Run 1, the metal 1 layer:
The bar under the picture is 20 um long.
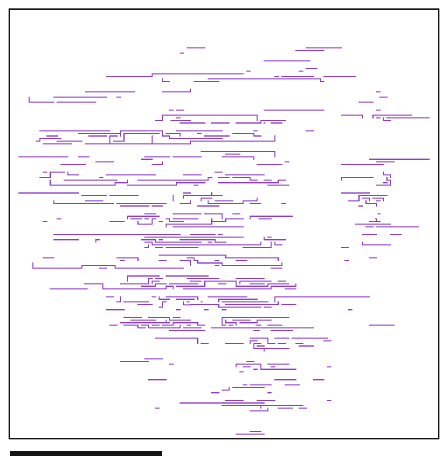
Run 1, metal 2:
The bar under the picture is 20 um long.
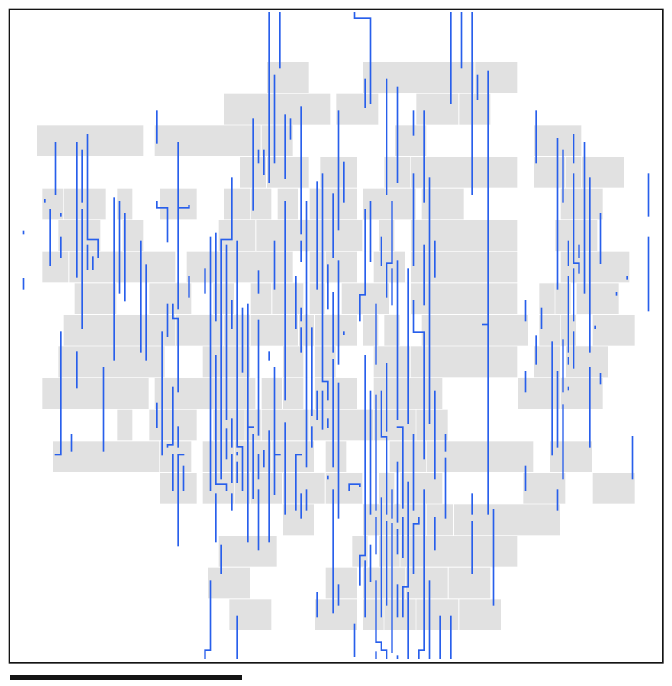
Run 1, the metal 3 layer:
The bar under the picture is 20 um long.
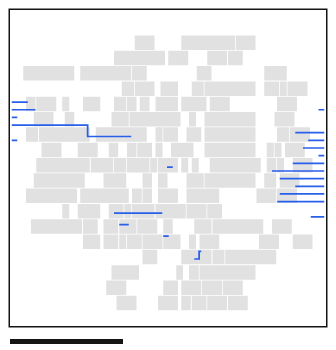
## config.mk

```make
export PLATFORM = sky130hd
export DESIGN_NAME = multicycle_controller
export DESIGN_NICKNAME = d
export VERILOG_FILES = /design/src/rtl/multicycle_controller.sv
export SDC_FILE = /design/constraint.sdc
export NUM_CORES = 1
export LEC_CHECK = 0
export CAP_MARGIN = 0
export CORE_MARGIN = 2
export CORE_UTILIZATION = 40
export CTS_BUF_LIST = sky130_fd_sc_hd__clkbuf_2
export DETAILED_ROUTE_END_ITERATION = 10
export GPL_TIMING_DRIVEN = 0
export PLACE_DENSITY = 0.73
export SLEW_MARGIN = 40
export SYNTH_ARGS = -nofsm -noshare
export SYNTH_HDL_FRONTEND = slang
export SYNTH_SLANG_ARGS = --single-unit
```

## constraint.sdc

```tcl
create_clock -name clk -period 4.65 [get_ports clk]
set_clock_uncertainty 0.1 [all_clocks]
set_input_delay 0.6975 -clock clk [delete_from_list [all_inputs] [get_ports clk]]
set_output_delay 0.6975 -clock clk [all_outputs]
set_load 0.005 [all_outputs]
```

## src/rtl/multicycle_controller.sv

```systemverilog
// Main control FSM for the RISC-V multicycle core: fetch/decode/execute/memory/writeback sequencing.
// Optional: define MC_BNE_EN to accept bne (branch funct3=001) in addition to beq.
module multicycle_controller (
  input  logic       clk,
  input  logic       rst_n,
  input  logic [6:0] op,
  input  logic [2:0] funct3,
  input  logic       funct7b5,
  input  logic       zero,
  input  logic       mem_ready,
  output logic       pc_write,
  output logic       adr_src,
  output logic       mem_write,
  output logic       ir_write,
  output logic       reg_write,
  output logic [1:0] result_src,
  output logic [1:0] alu_src_a,
  output logic [1:0] alu_src_b,
  output logic [2:0] alu_control,
  output logic [1:0] imm_src,
  output logic       instr_done,
  output logic       illegal_op
);

  typedef enum logic [3:0] {
    S_FETCH, S_DECODE, S_MEMADR, S_MEMREAD, S_MEMWB, S_MEMWRITE,
    S_EXECR, S_EXECI, S_ALUWB, S_BEQ, S_JAL, S_HALT
  } state_t;

  localparam logic [6:0] OP_LOAD   = 7'b0000011;
  localparam logic [6:0] OP_STORE  = 7'b0100011;
  localparam logic [6:0] OP_RTYPE  = 7'b0110011;
  localparam logic [6:0] OP_ITYPE  = 7'b0010011;
  localparam logic [6:0] OP_BRANCH = 7'b1100011;
  localparam logic [6:0] OP_JAL    = 7'b1101111;

  localparam logic [2:0] ALU_ADD = 3'b000;
  localparam logic [2:0] ALU_SUB = 3'b001;
  localparam logic [2:0] ALU_AND = 3'b010;
  localparam logic [2:0] ALU_OR  = 3'b011;
  localparam logic [2:0] ALU_SLT = 3'b101;

  state_t     state, nxt;

  // registered Moore flags; the input-qualified strobes are gated below
  logic       fetch_q, memw_q, br_q, pcw_q, regw_q, done_q, funct_q, execr_q, halt_q;
  logic       adr_q;
  logic [1:0] res_q, a_q, b_q;
  logic [2:0] alu_q;

  logic       br_ok, taken;
  logic [2:0] funct_alu;

`ifdef MC_BNE_EN
  assign br_ok = (funct3 == 3'b000) || (funct3 == 3'b001);
  assign taken = funct3[0] ? ~zero : zero;
`else
  assign br_ok = (funct3 == 3'b000);
  assign taken = zero;
`endif

  always_comb begin
    nxt = state;
    case (state)
      S_FETCH:    nxt = mem_ready ? S_DECODE : S_FETCH;
      S_DECODE: begin
        case (op)
          OP_LOAD, OP_STORE: nxt = S_MEMADR;
          OP_RTYPE:          nxt = S_EXECR;
          OP_ITYPE:          nxt = S_EXECI;
          OP_BRANCH:         nxt = br_ok ? S_BEQ : S_HALT;
          OP_JAL:            nxt = S_JAL;
          default:           nxt = S_HALT;
        endcase
      end
      S_MEMADR:   nxt = op[5] ? S_MEMWRITE : S_MEMREAD;
      S_MEMREAD:  nxt = mem_ready ? S_MEMWB : S_MEMREAD;
      S_MEMWB:    nxt = S_FETCH;
      S_MEMWRITE: nxt = mem_ready ? S_FETCH : S_MEMWRITE;
      S_EXECR:    nxt = S_ALUWB;
      S_EXECI:    nxt = S_ALUWB;
      S_ALUWB:    nxt = S_FETCH;
      S_BEQ:      nxt = S_FETCH;
      S_JAL:      nxt = S_ALUWB;
      S_HALT:     nxt = S_HALT;
      default:    nxt = S_HALT;
    endcase
  end

  // funct3 comes from the IR, which is stable outside FETCH
  always_comb begin
    funct_alu = ALU_ADD;
    case (funct3)
      3'b000:  funct_alu = (execr_q && funct7b5) ? ALU_SUB : ALU_ADD;
      3'b010:  funct_alu = ALU_SLT;
      3'b110:  funct_alu = ALU_OR;
      3'b111:  funct_alu = ALU_AND;
      default: funct_alu = ALU_ADD;
    endcase
  end

  always_ff @(posedge clk or negedge rst_n) begin
    if (!rst_n) begin
      state   <= S_FETCH;
      fetch_q <= 1'b1;
      memw_q  <= 1'b0;
      br_q    <= 1'b0;
      pcw_q   <= 1'b0;
      regw_q  <= 1'b0;
      done_q  <= 1'b0;
      funct_q <= 1'b0;
      execr_q <= 1'b0;
      halt_q  <= 1'b0;
      adr_q   <= 1'b0;
      res_q   <= 2'b10;
      a_q     <= 2'b00;
      b_q     <= 2'b10;
      alu_q   <= ALU_ADD;
    end else begin
      state   <= nxt;
      fetch_q <= 1'b0;
      memw_q  <= 1'b0;
      br_q    <= 1'b0;
      pcw_q   <= 1'b0;
      regw_q  <= 1'b0;
      done_q  <= 1'b0;
      funct_q <= 1'b0;
      execr_q <= 1'b0;
      halt_q  <= 1'b0;
      adr_q   <= 1'b0;
      res_q   <= 2'b00;
      a_q     <= 2'b00;
      b_q     <= 2'b00;
      alu_q   <= ALU_ADD;
      case (nxt)
        S_FETCH: begin
          fetch_q <= 1'b1;
          res_q   <= 2'b10;
          b_q     <= 2'b10;
        end
        S_DECODE: begin
          a_q <= 2'b01;
          b_q <= 2'b01;
        end
        S_MEMADR: begin
          a_q <= 2'b10;
          b_q <= 2'b01;
        end
        S_MEMREAD: adr_q <= 1'b1;
        S_MEMWB: begin
          res_q  <= 2'b01;
          regw_q <= 1'b1;
          done_q <= 1'b1;
        end
        S_MEMWRITE: begin
          adr_q  <= 1'b1;
          memw_q <= 1'b1;
        end
        S_EXECR: begin
          a_q     <= 2'b10;
          funct_q <= 1'b1;
          execr_q <= 1'b1;
        end
        S_EXECI: begin
          a_q     <= 2'b10;
          b_q     <= 2'b01;
          funct_q <= 1'b1;
        end
        S_ALUWB: begin
          regw_q <= 1'b1;
          done_q <= 1'b1;
        end
        S_BEQ: begin
          a_q    <= 2'b10;
          alu_q  <= ALU_SUB;
          br_q   <= 1'b1;
          done_q <= 1'b1;
        end
        S_JAL: begin
          a_q   <= 2'b01;
          b_q   <= 2'b10;
          pcw_q <= 1'b1;
        end
        S_HALT:  halt_q <= 1'b1;
        default: halt_q <= 1'b1;
      endcase
    end
  end

  // strobes are held low for the whole reset assertion, not just after the edge
  assign ir_write    = rst_n & fetch_q & mem_ready;
  assign pc_write    = rst_n & ((fetch_q & mem_ready) | pcw_q | (br_q & taken));
  assign mem_write   = rst_n & memw_q & mem_ready;
  assign reg_write   = rst_n & regw_q;
  assign instr_done  = rst_n & (done_q | (memw_q & mem_ready));
  assign illegal_op  = halt_q;
  assign adr_src     = adr_q;
  assign result_src  = res_q;
  assign alu_src_a   = a_q;
  assign alu_src_b   = b_q;
  assign alu_control = funct_q ? funct_alu : alu_q;

  always_comb begin
    imm_src = 2'b00;
    case (op)
      OP_STORE:  imm_src = 2'b01;
      OP_BRANCH: imm_src = 2'b10;
      OP_JAL:    imm_src = 2'b11;
      default:   imm_src = 2'b00;
    endcase
  end

endmodule

```

==> run notes, run 1 <==
fresh numbers from the pnr run: PwrDens=around 570 nW/um^2, Internal=0.0005088 W, layout cells sized above 1=19.70%, Max Cap Viol=0, Residual DRC=0, first-pass GRT wire length=4278 um, Min-Delay Path Class=input pin to async pin, Vias per Instance=5.605, Critical Path RT=3850 ps, register area share after synthesis=between 40% and 50%, Async SR Flop Fraction=100.0%, die area=3151 sq um, wire per inst=14.83 um, post-synthesis cell type count=45, initial antenna violation count=0, GP Congestion=slightly below 0.8, switching part of the total power=between 30 and 40%, min Tclk post-route=between 3000 and 4000 ps, Top Layout Cells=31 x clkdlybuf4s50_1, 17 x dfrtp_1, 9 x nor2_1, 5 x a21o_1, 5 x a21oi_1, DPL Wire Length=1828 um, startpoint class of the critical path=input pin, status=finished, final reports clean, setup TNS=0 ps, Clock Power Share=8.4%, max reg flops=4, largest reg by FF count=state, Final Setup Violations=0, fin nets=between 100 and 150, die width=56.14 um, quantity of I/O buffers inserted on ports=32, floorplan core density=43.11%, #FFs+latches synth=19, Commonest flop=dfrtp_1, Gate power share=61.5%, slew at the pin closest to its max-slew limit=460.7 ps, syn_area_per_cell=approximately 11 sq um, I/O pins=33, GRT Overall Usage=16.66%, Die H=between 50 and 60 um, number of inserted diodes=0, core region area=2522 sq um, Crit Path Category=input pin to primary output, Flop pwr share=30.1%, Hold Fails Final Rpt=0, LEAKAGE=0.6571 nW, final core occ=approximately 58%, clock tree from TritonCTS=done, TritonCTS buffer count=3, final WL=approximately 2400 um, gr ovfl total=0, cts repair resizes=0, Cell Area, Synth=between 1000 and 1500 sq um, fmax=324.3 MHz, Rows=18, most frequent logic cell in the layout=clkdlybuf4s50_1, period utilisation layout=between 60% and 70%, Setup Fix Bufs, Post-CTS=0, Final Max Tran Viols=0, clk buf depth=2, H-tree levels=1, Syn Nets=111, clk sinks=19, largest net degree at the start of global routing=25, area grow syn2layout=34.29%, sw power=0.0003255 W, ys cells=96, EDFF count, synth=0, Synth Instances=96, Log Warnings=26, highest net fanout along the worst path=7, vias in the first global route=about 940, root buf cell=clkbuf_2, Peak VDD IR=0.3567 mV, Hold WS=between 200 and 250 ps, yosys stat area=between 1000 and 1500 sq um, filler instances=226, DRT Pass-1 Iters=4, clock insertion delay at the later pin of the skew report=290 ps, First DRT Iteration DRCs=33, CTS hold repair buffers=0, Final ANT Viol Nets=0, Crit. End Element=primary output, Slew headroom=69.28%, RSZ-0062 raised after global routing=false, Clock transition at path regs=180 ps, R2R Setup Slk=2610 ps, Total Power=around 0.00083 W, Ys Warns=0, data arrival time of the worst path=2290 ps
## Picture notes: 'the metal 1 layer'
nets with wire on the layer = 134
share of all routed wire = 44%
wire length on this layer = 1,060 um
longest straight run = 16.6 um
via count: 908
met1 Resource Use GR: 20.91%

## Picture notes: 'metal 2'
wire length on this layer = 1,230 um
share of all routed wire = 51%
nets with wire on the layer = 134

## Picture notes: 'the metal 3 layer'
nets with wire on the layer = 21
wire length on this layer = 101 um

-- run 1: synthesized netlist by cell type, types with 2 or more instances --
cell type,instances,area share (%)
a21o_1,5,3.5
a21oi_1,5,2.3
a31oi_1,2,1.2
and3_1,2,1.2
buf_4,3,2.1
buf_6,3,3.1
dfrtp_1,17,39
dfstp_2,2,4.8
inv_1,4,1.4
nand2_1,3,1.0
nand3b_1,2,1.4
nand4bb_1,2,2.1
nor2_1,9,3.1
nor3_1,2,0.92
nor3b_1,2,1.4
o21ai_1,2,0.92
o21bai_1,2,1.4
o31a_1,2,1.6
-- run 1: critical path, stage by stage --
cell and delay (ps):
clkdlybuf4s50_1 420, nand4bb_4 290, nor2_1 130, a21oi_1 50
nor3b_1 180, clkdlybuf4s50_1 520
-- run 1: metal layers --
metal / global-route usage, % / wire, um
met1: 20.91 / 1062
met4: 4.422 / 12
met5: 0 / 0
met3: 3.256 / 100
met2: 29.08 / 1227
-- run 1: layout make-up --
type | count | area (sq um) | area share [%]
Multi-Input combinational cell | 67 | 538.0 | 36.85
Sequential cell | 19 | 478.0 | 32.73
Timing Repair Buffer | 32 | 315.3 | 21.59
Buffer | 6 | 56.30 | 3.856
Tap cell | 30 | 37.54 | 2.571
Clock buffer | 4 | 20.02 | 1.371
Inverter | 4 | 15.01 | 1.028
-- run 1: stage by stage --
step / instance area (sq um) / cells / setup WS [ps]
floorplan: 1087 / 96 / 2512
global placement: 1445 / 158 / 1181
detailed placement: 1440 / 158 / 1553
CTS: 1460 / 162 / 1552
global route: 1460 / 162 / 1474
finish: 1460 / 162 / 1567
-- run 1: path summary, 6_finish.rpt --
| check | startpoint | endpoint | cells past startpoint |
|---|---|---|---|
| hold / removal | rst_n | regw_q | 1 |
| min in group clk | state[3] | memw_q | 2 |
| setup reg to reg | state[3] | done_q | 6 |
| setup / recovery | op[3] | imm_src[0] | 6 |
| hold reg to reg | state[3] | memw_q | 2 |
| max in group asynchronous | rst_n | alu_src_b[1] | 1 |
-- run 1: cell families after synthesis --
logic type      synth area share, %
compound gates                19.33
buf+inv                       6.558
flops                         43.96
mux                           1.956
simple gates                  28.19
-- run 1: power by group through the flow --
stage	sequential (W)	combinational, W	clock, W
after floorplan	0.000254	0.000351	0
after global placement	0.000253	0.000499	0
after detailed placement	0.000256	0.000508	0
after CTS	0.000252	0.000511	0.0000728
after global routing	0.000257	0.000559	0.0000813
final	0.000251	0.000513	0.0000704
--- run 2 (diff from run 1) ---
--- a/config.mk
+++ b/config.mk
@@ -11,7 +11,7 @@
 export CTS_BUF_LIST = sky130_fd_sc_hd__clkbuf_2
 export DETAILED_ROUTE_END_ITERATION = 10
 export GPL_TIMING_DRIVEN = 0
-export PLACE_DENSITY = 0.73
+export PLACE_DENSITY = 0.76
 export SLEW_MARGIN = 40
 export SYNTH_ARGS = -nofsm -noshare
 export SYNTH_HDL_FRONTEND = slang
==> constraint.sdc (replaced) <==
create_clock -name clk -period 2.5 [get_ports clk]
set_clock_uncertainty 0.1 [all_clocks]
set_input_delay 0.375 -clock clk [delete_from_list [all_inputs] [get_ports clk]]
set_output_delay 0.375 -clock clk [all_outputs]
set_load 0.005 [all_outputs]
Run 2, routing congestion map:
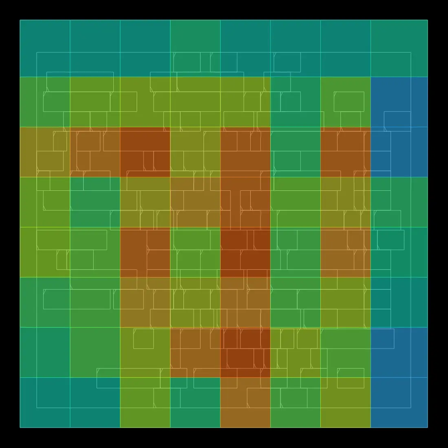
M2 GR Usage: 28.40%
final core occ: 59.47%
wire per inst: 13.92 um
GRT Overall Usage: 15.92%
met3 global-route usage: 4.884%

==> run 2 against run 1 <==
  * Cell area grew 2.7%
  * Core utilization grew 1.6 points
  * Largest cell class unchanged
  * Non-clock buffer count grew 4
  * First-iteration DRC count shrank 18%
==> run notes, run 2 <==
fresh numbers from the pnr run: clock insertion delay at the later pin of the skew report=300 ps (about the same), Worst Reg-to-Reg Cells=6 (unchanged), Final ANT Viol Nets=0 (unchanged), quantity of I/O buffers inserted on ports=32 (unchanged), Top delay family on crit path=buffers and inverters, FF-to-FF End=done_q, Cell Chain, Critical Path=dlygate4sd3_1 > buf_2 > and3_1 > a21o_1 > clkdlybuf4s50_1, First DRT Iteration DRCs=27 (-18%), CP peak stage delay=530 ps (about the same), top cells by area=dfrtp_1 39%, dfstp_2 4.8%, a21o_1 3.5%, nor2_1 3.1%, buf_6 3.1%, DRT Pass-1 Iters=3 (-1), R2R Setup Slk=520 ps (-2090 ps), number of inserted diodes=0 (unchanged), H-tree levels=1 (unchanged), Syn Nets=111 (unchanged), max reg flops=4 (unchanged), GP Congestion=0.7689 (about the same), final WL=2311 um (-3.8%), fmax=roughly 430 MHz, Vias per Instance=5.386 (-3.9%), gr ovfl total=0 (unchanged), largest reg by FF count=state, largest net degree at the start of global routing=18 (-28%), die width=56.14 um (unchanged), Slew headroom=52.17% (-17 points), slowest stage cell, crit path=dlygate4sd3_1, post-place setup slack=38.76 ps (-1514 ps), I/O pins=33 (unchanged), Die H=56.14 um (unchanged), most frequent cell after synthesis=dfrtp_1, EDFF count, synth=0 (unchanged), final worst slack=157.9 ps (-1409 ps), Crit. End Element=primary output, layout cells sized above 1=20.59% (+0.89 points), vias in the first global route=884 (-5.6%), placed cell count=158 (unchanged), yosys stat area=1087 sq um (unchanged), Crit Path Category=input pin to primary output, highest net fanout along the worst path=8 (+1), Min-Delay Path Class=input pin to async pin, min Tclk post-route=approximately 2300 ps, Top Layout Cells=29 x clkdlybuf4s50_1, 17 x dfrtp_1, 9 x nor2_1, startpoint class of the critical path=input pin, Cell Area, Synth=1087 sq um (unchanged), Log Warnings=26 (unchanged), Critical path buffers and inverters=3 (+1), top cells by count=17 x dfrtp_1, 9 x nor2_1, 5 x a21o_1, 5 x a21oi_1, 4 x inv_1, Worst R2R Start=state[3], slew at the pin closest to its max-slew limit=715.0 ps (+254.3 ps), clk buf depth=2 (unchanged), Commonest flop=dfrtp_1, Async SR Flop Fraction=100.0% (unchanged), Clock transition at path regs=160 ps (-20 ps), Synth Instances=96 (unchanged), #FFs+latches synth=19 (unchanged), register area share after synthesis=43.96% (unchanged), first-pass GRT wire length=4022 um (-6.0%), Final Setup Violations=0 (unchanged), ys cells=96 (unchanged), Residual DRC=0 (unchanged), die area=3151 sq um (unchanged), Peak VDD IR=0.6211 mV (+74%), data arrival time of the worst path=1870 ps (-420 ps), Critical Path RT=2030 ps (-1820 ps), Max Cap Viol=0 (unchanged), DPL Wire Length=1784 um (-2.4%), filler instances=234 (+3.5%), syn_area_per_cell=11.33 sq um (unchanged), clk sinks=19 (unchanged), Ys Warns=0 (unchanged), most frequent logic cell in the layout=clkdlybuf4s50_1, Final Max Tran Viols=0 (unchanged), via count=894 (-1.5%), period utilisation layout=93.68%, initial antenna violation count=0 (unchanged), clock tree from TritonCTS=done, TritonCTS buffer count=3 (unchanged), LEAKAGE=0.7016 nW (+6.8%), root buf cell=clkbuf_2, Top cell area share=39.13% (unchanged), status=finished, final reports clean, fin nets=152 (+2.7%), Hold Fails Final Rpt=0 (unchanged), RSZ-0062 raised after global routing=false, Yosys top cell by area=dfrtp_1, area grow syn2layout=37.97%, Non-Filler Instances=166 (+2.5%), PwrDens=1025 nW/um^2 (+79%), post-synthesis cell type count=45 (unchanged), Rows=18 (unchanged)
Run 2, cell area per tile:
11 x 11 tiles, from white (low) to dark blue (high), 0 to 100% covered.
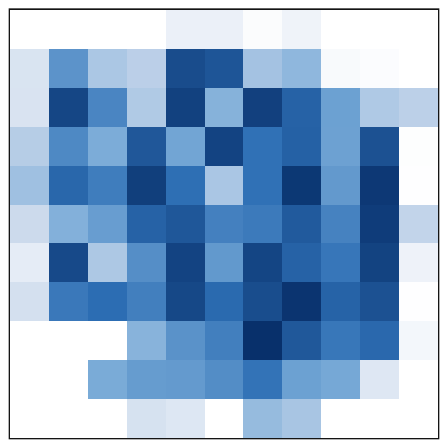
densest ninth of the die = center
fullest tile = 100%
emptiest ninth of the die = south-west
tiles over 75% full = 27%
nearly empty tiles = 22%
mean over tiles = 46%
core region area: 2522 sq um
floorplan core density: 43.11%

run 2: per-layer routing:
metal	vias to the layer above	part of all wire, %	track usage [%]
met3	0	4.9	4.884
met2	20	53	28.40
met5	-	0	0
li1	440	-	-
met1	434	42	19.27
met4	0	0	2.041
run 2: logic make-up after synthesis:
family / Yosys count / share of synthesized area [%]
AND/OR/NAND/NOR: 38 / 28.19
flip-flops: 19 / 43.96
multiplexers: 2 / 1.956
buffers and inverters: 10 / 6.558
AND-OR/OR-AND: 27 / 19.33
run 2: layout make-up:
cell class | instances | area, sq um | share of cell area (%)
clock buffer | 4 | 20.02 | 1.334
inverter | 4 | 15.01 | 1.001
sequential | 19 | 478.0 | 31.86
multi-input combinational | 67 | 538.0 | 35.86
tap | 30 | 37.54 | 2.502
buffer | 6 | 56.30 | 3.753
timing repair buffer | 36 | 355.3 | 23.69
run 2: what timing repair did:
action | in CTS | in global routing
setup endpoints to repair | 0 | 1
buffers inserted | 0 | 2
gates resized | 0 | 2
hold endpoints to repair | 17 | 0
hold buffers | 2 | 0
run 2: stage by stage:
stage	hold slack, ps	instance area, sq um	TNS (ps)	power (W)
floorplan	-20.59	1087	0	0.001125
global placement	478.2	1445	-1310	0.001398
detailed placement	250.2	1440	0	0.001419
CTS	482.8	1480	0	0.001551
global route	496.6	1500	0	0.001664
finish	495.2	1500	0	0.001537
run 2: worst max-delay path by stage:
stage | cells past startpoint | endpoint | slack [ps] | startpoint
2_1_floorplan | 5 | adr_src | 680 | funct3[2]
3_3_place_gp | 4 | instr_done | -330 | rst_n
3_5_place_dp | 6 | imm_src[0] | 40 | op[1]
4_1_cts | 6 | imm_src[0] | 20 | op[1]
5_1_grt | 5 | instr_done | 70 | rst_n
6_report | 5 | instr_done | 160 | rst_n
run 2: worst register-to-register path: stages, from the launching register on:
cell and delay (ps):
dfrtp_1 400, buf_6 140, nor4b_4 400, nand4bb_2 220, o2111ai_2 400, or2_1 160
a21oi_1 60
run 2: power by group:
group | total [W] | switching (W) | internal (W)
clock | 0.000127 | 0.0000846 | 0.0000424
combinational | 0.000943 | 0.000461 | 0.000483
sequential | 0.000467 | 0.0000434 | 0.000424
--- run 3 (diff from run 2) ---
--- a/config.mk
+++ b/config.mk
@@ -11,7 +11,7 @@
 export CTS_BUF_LIST = sky130_fd_sc_hd__clkbuf_2
 export DETAILED_ROUTE_END_ITERATION = 10
 export GPL_TIMING_DRIVEN = 0
-export PLACE_DENSITY = 0.76
+export PLACE_DENSITY_LB_ADDON = 0.3
 export SLEW_MARGIN = 40
 export SYNTH_ARGS = -nofsm -noshare
 export SYNTH_HDL_FRONTEND = slang
Run 3, routing congestion map:
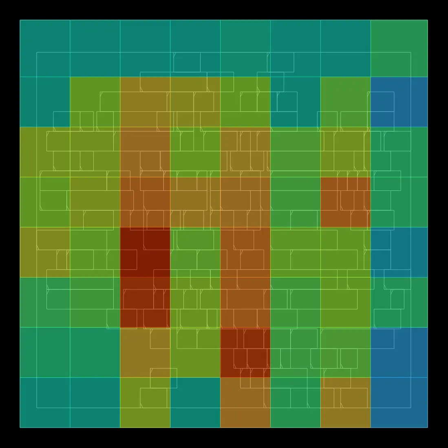
final core occ: 58.78%
Top Usage Layer GRT: met2

Run 3, cell area per tile:
11 x 11 tiles, from white (low) to dark blue (high), 0 to 100% covered.
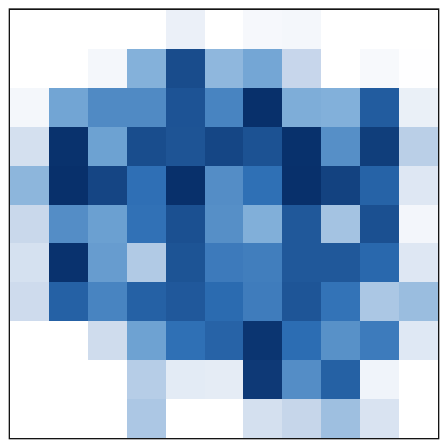
fullest tile = 100%
nearly empty tiles = 20%
tiles over 75% full = 29%
densest ninth of the die = center
mean over tiles = 46%

==> run 3 against run 2 <==
  * Sequential cell count stayed put
  * Core utilization is 0.69 points lower
  * Combinational power is 1% higher
  * Cell area is 1.2% lower
  * Critical endpoint unchanged
==> run notes, run 3 <==
fresh numbers from the pnr run: status=finished, final reports clean, Log Warnings=26 (unchanged), FF-to-FF End=done_q, top cells by area=dfrtp_1 39%, dfstp_2 4.8%, a21o_1 3.5%, nor2_1 3.1%, buf_6 3.1%, Max Cap Viol=0 (unchanged), Slew headroom=51.69% (-0.48 points), Cell Chain, Critical Path=dlygate4sd3_1 > buf_2 > and3_1 > a21o_1 > clkdlybuf4s50_1, EDFF count, synth=0 (unchanged), clock tree from TritonCTS=done, gr ovfl total=0 (unchanged), first-pass GRT wire length=3857 um (-4.1%), Final ANT Viol Nets=0 (unchanged), via count=898 (+0.45%), Worst Reg-to-Reg Cells=6 (unchanged), min Tclk post-route=2353 ps (+10.47 ps), vias in the first global route=855 (-3.3%), Critical path buffers and inverters=3 (unchanged), startpoint class of the critical path=input pin, Ys Warns=0 (unchanged), Top Layout Cells=30 x clkdlybuf4s50_1, 17 x dfrtp_1, 9 x nor2_1, 5 x a21o_1, 5 x a21oi_1, Setup Fix Bufs, Post-CTS=0 (unchanged), Cell Area, Synth=1087 sq um (unchanged), max reg flops=4 (unchanged), Residual DRC=0 (unchanged), Worst R2R Start=state[3], initial antenna violation count=0 (unchanged), Clock transition at path regs=160 ps (about the same), die width=56.14 um (unchanged), data arrival time of the worst path=1880 ps (about the same), syn_area_per_cell=11.33 sq um (unchanged), Top delay family on crit path=buffers and inverters, wire per inst=14.37 um (+3.2%), Hold Fails Final Rpt=0 (unchanged), slew at the pin closest to its max-slew limit=722.3 ps (+7.214 ps), post-synthesis cell type count=45 (unchanged), #FFs+latches synth=19 (unchanged), GRT Overall Usage=15.28% (-0.64 points), Async SR Flop Fraction=100.0% (unchanged), yosys stat area=1087 sq um (unchanged), First DRT Iteration DRCs=20 (-26%), RSZ-0062 raised after global routing=false, CP Capture Point=instr_done, Finished Cell Area=1483 sq um (-1.2%), clk buf depth=2 (unchanged), die area=3151 sq um (unchanged), top cells by count=17 x dfrtp_1, 9 x nor2_1, 5 x a21o_1, 5 x a21oi_1, 4 x inv_1, quantity of I/O buffers inserted on ports=32 (unchanged), slowest stage cell, crit path=dlygate4sd3_1, DRT Pass-1 Iters=4 (+1), most frequent cell after synthesis=dfrtp_1, largest net degree at the start of global routing=18 (unchanged), fmax=425.1 MHz (-0.44%), PwrDens=1043 nW/um^2 (+1.8%), H-tree levels=1 (unchanged), Top cell area share=39.13% (unchanged), Crit Path Category=input pin to primary output, LEAKAGE=0.6839 nW (-2.5%), R2R Setup Slk=440 ps (-80 ps), largest reg by FF count=state, Final Setup Violations=0 (unchanged), root buf cell=clkbuf_2, Crit. path cell count=5 (unchanged), clock insertion delay at the later pin of the skew report=290 ps (about the same), Synth Instances=96 (unchanged), Min-Delay Path Class=flop to flop, Peak VDD IR=0.7472 mV (+20%), floorplan core density=43.11% (unchanged), I/O pins=33 (unchanged), Syn Nets=111 (unchanged), Yosys top cell by area=dfrtp_1, layout cells sized above 1=19.40% (-1.2 points), GP Congestion=0.7536 (-2.0%), highest net fanout along the worst path=8 (unchanged), final WL=2356 um (+1.9%), number of inserted diodes=0 (unchanged), Die H=56.14 um (unchanged), TritonCTS buffer count=3 (unchanged), Critical Path RT=2030 ps (about the same), fin nets=150 (-1.3%), DPL Wire Length=1744 um (-2.3%), Crit. End Element=primary output, core region area=2522 sq um (unchanged), register area share after synthesis=43.96% (unchanged), Crit. Startpoint=rst_n, Final Max Tran Viols=0 (unchanged), Area after DPL=1440 sq um (unchanged), Rows=18 (unchanged), CP peak stage delay=530 ps (about the same), area grow syn2layout=36.36%, Vias per Instance=5.476 (+1.7%), most frequent logic cell in the layout=clkdlybuf4s50_1, Commonest flop=dfrtp_1, period utilisation layout=94.10% (+0.42 points), ys cells=96 (unchanged), clk sinks=19 (unchanged), Hold WS=498.4 ps (+3.126 ps)
run 3: netlist changes by cell type in the layout (fill, tap and decap cells not counted):
cell             delta
clkdlybuf4s50_1     +1
dlymetal6s2s_1      -1
buf_4               -2
run 3: cell families after synthesis:
family | count (synthesis) | synth area share [%]
buffers and inverters | 10 | 6.558
multiplexers | 2 | 1.956
flip-flops | 19 | 43.96
AND-OR/OR-AND | 27 | 19.33
AND/OR/NAND/NOR | 38 | 28.19
run 3: worst min path at each step:
| stage | startpoint | end | slack [ps] | depth (start not counted) |
|---|---|---|---|---|
| CTS | state[3] | memw_q | 500 | 2 |
| global placement | state[3] | memw_q | 480 | 2 |
| global route | rst_n | fetch_q | 510 | 2 |
| finish | state[3] | memw_q | 500 | 2 |
| detailed placement | rst_n | result_src[0] | 250 | 1 |
| floorplan | rst_n | adr_src | -20 | 0 |
run 3: final cells by class:
cell class | instances | area, sq um
Buffer | 6 | 56.30
Clock buffer | 4 | 20.02
Multi-Input combinational cell | 67 | 538.0
Tap cell | 30 | 37.54
Fill cell | 231 | 1040
Timing Repair Buffer | 34 | 337.8
Inverter | 4 | 15.01
Sequential cell | 19 | 478.0
run 3: report_power, final:
| part | total, W | internal (W) | switching (W) |
|---|---|---|---|
| Sequential | 0.000466 | 0.000424 | 0.0000426 |
| Combinational | 0.000956 | 0.000482 | 0.000474 |
| Clock | 0.000124 | 0.0000424 | 0.0000815 |
| Total | 0.00155 | 0.000948 | 0.000598 |
run 3: metal layers:
| layer | up-vias | track usage, % | share of wire (%) |
|---|---|---|---|
| met3 | 2 | 4.419 | 5.6 |
| met1 | 433 | 18.08 | 44 |
| met4 | 0 | 3.741 | 0.38 |
| li1 | 435 | - | - |
| met2 | 28 | 27.06 | 50 |
| met5 | - | 0 | 0 |
run 3: worst min-delay path, delay by kind of cell, from the launching register on:
family                 cells  cell delay (ps)
AND-OR/OR-AND              1               60
buffers and inverters      1              140
flip-flops                 1              370
run 3: through the flow:
step | worst slack, ps | power [W] | instances | setup TNS [ps] | util (%)
floorplan | 684.7 | 0.001125 | 96 | 0 | -
global placement | -347.7 | 0.001401 | 158 | -1404 | 57.29
detailed placement | 23.27 | 0.001424 | 158 | 0 | 57.09
CTS | 25.01 | 0.001553 | 164 | 0 | 58.68
global route | 85.95 | 0.001657 | 164 | 0 | 58.78
finish | 147.4 | 0.001546 | 164 | 0 | 58.78
run 3: what timing repair did:
item | 4_1_cts | 5_1_grt
gates resized | 0 | 1
hold buffers | 2 | 0
setup endpoints to repair | 0 | 1
hold endpoints to repair | 17 | 0
Power figures rest on the tool's default switching activity, not on a simulated workload.
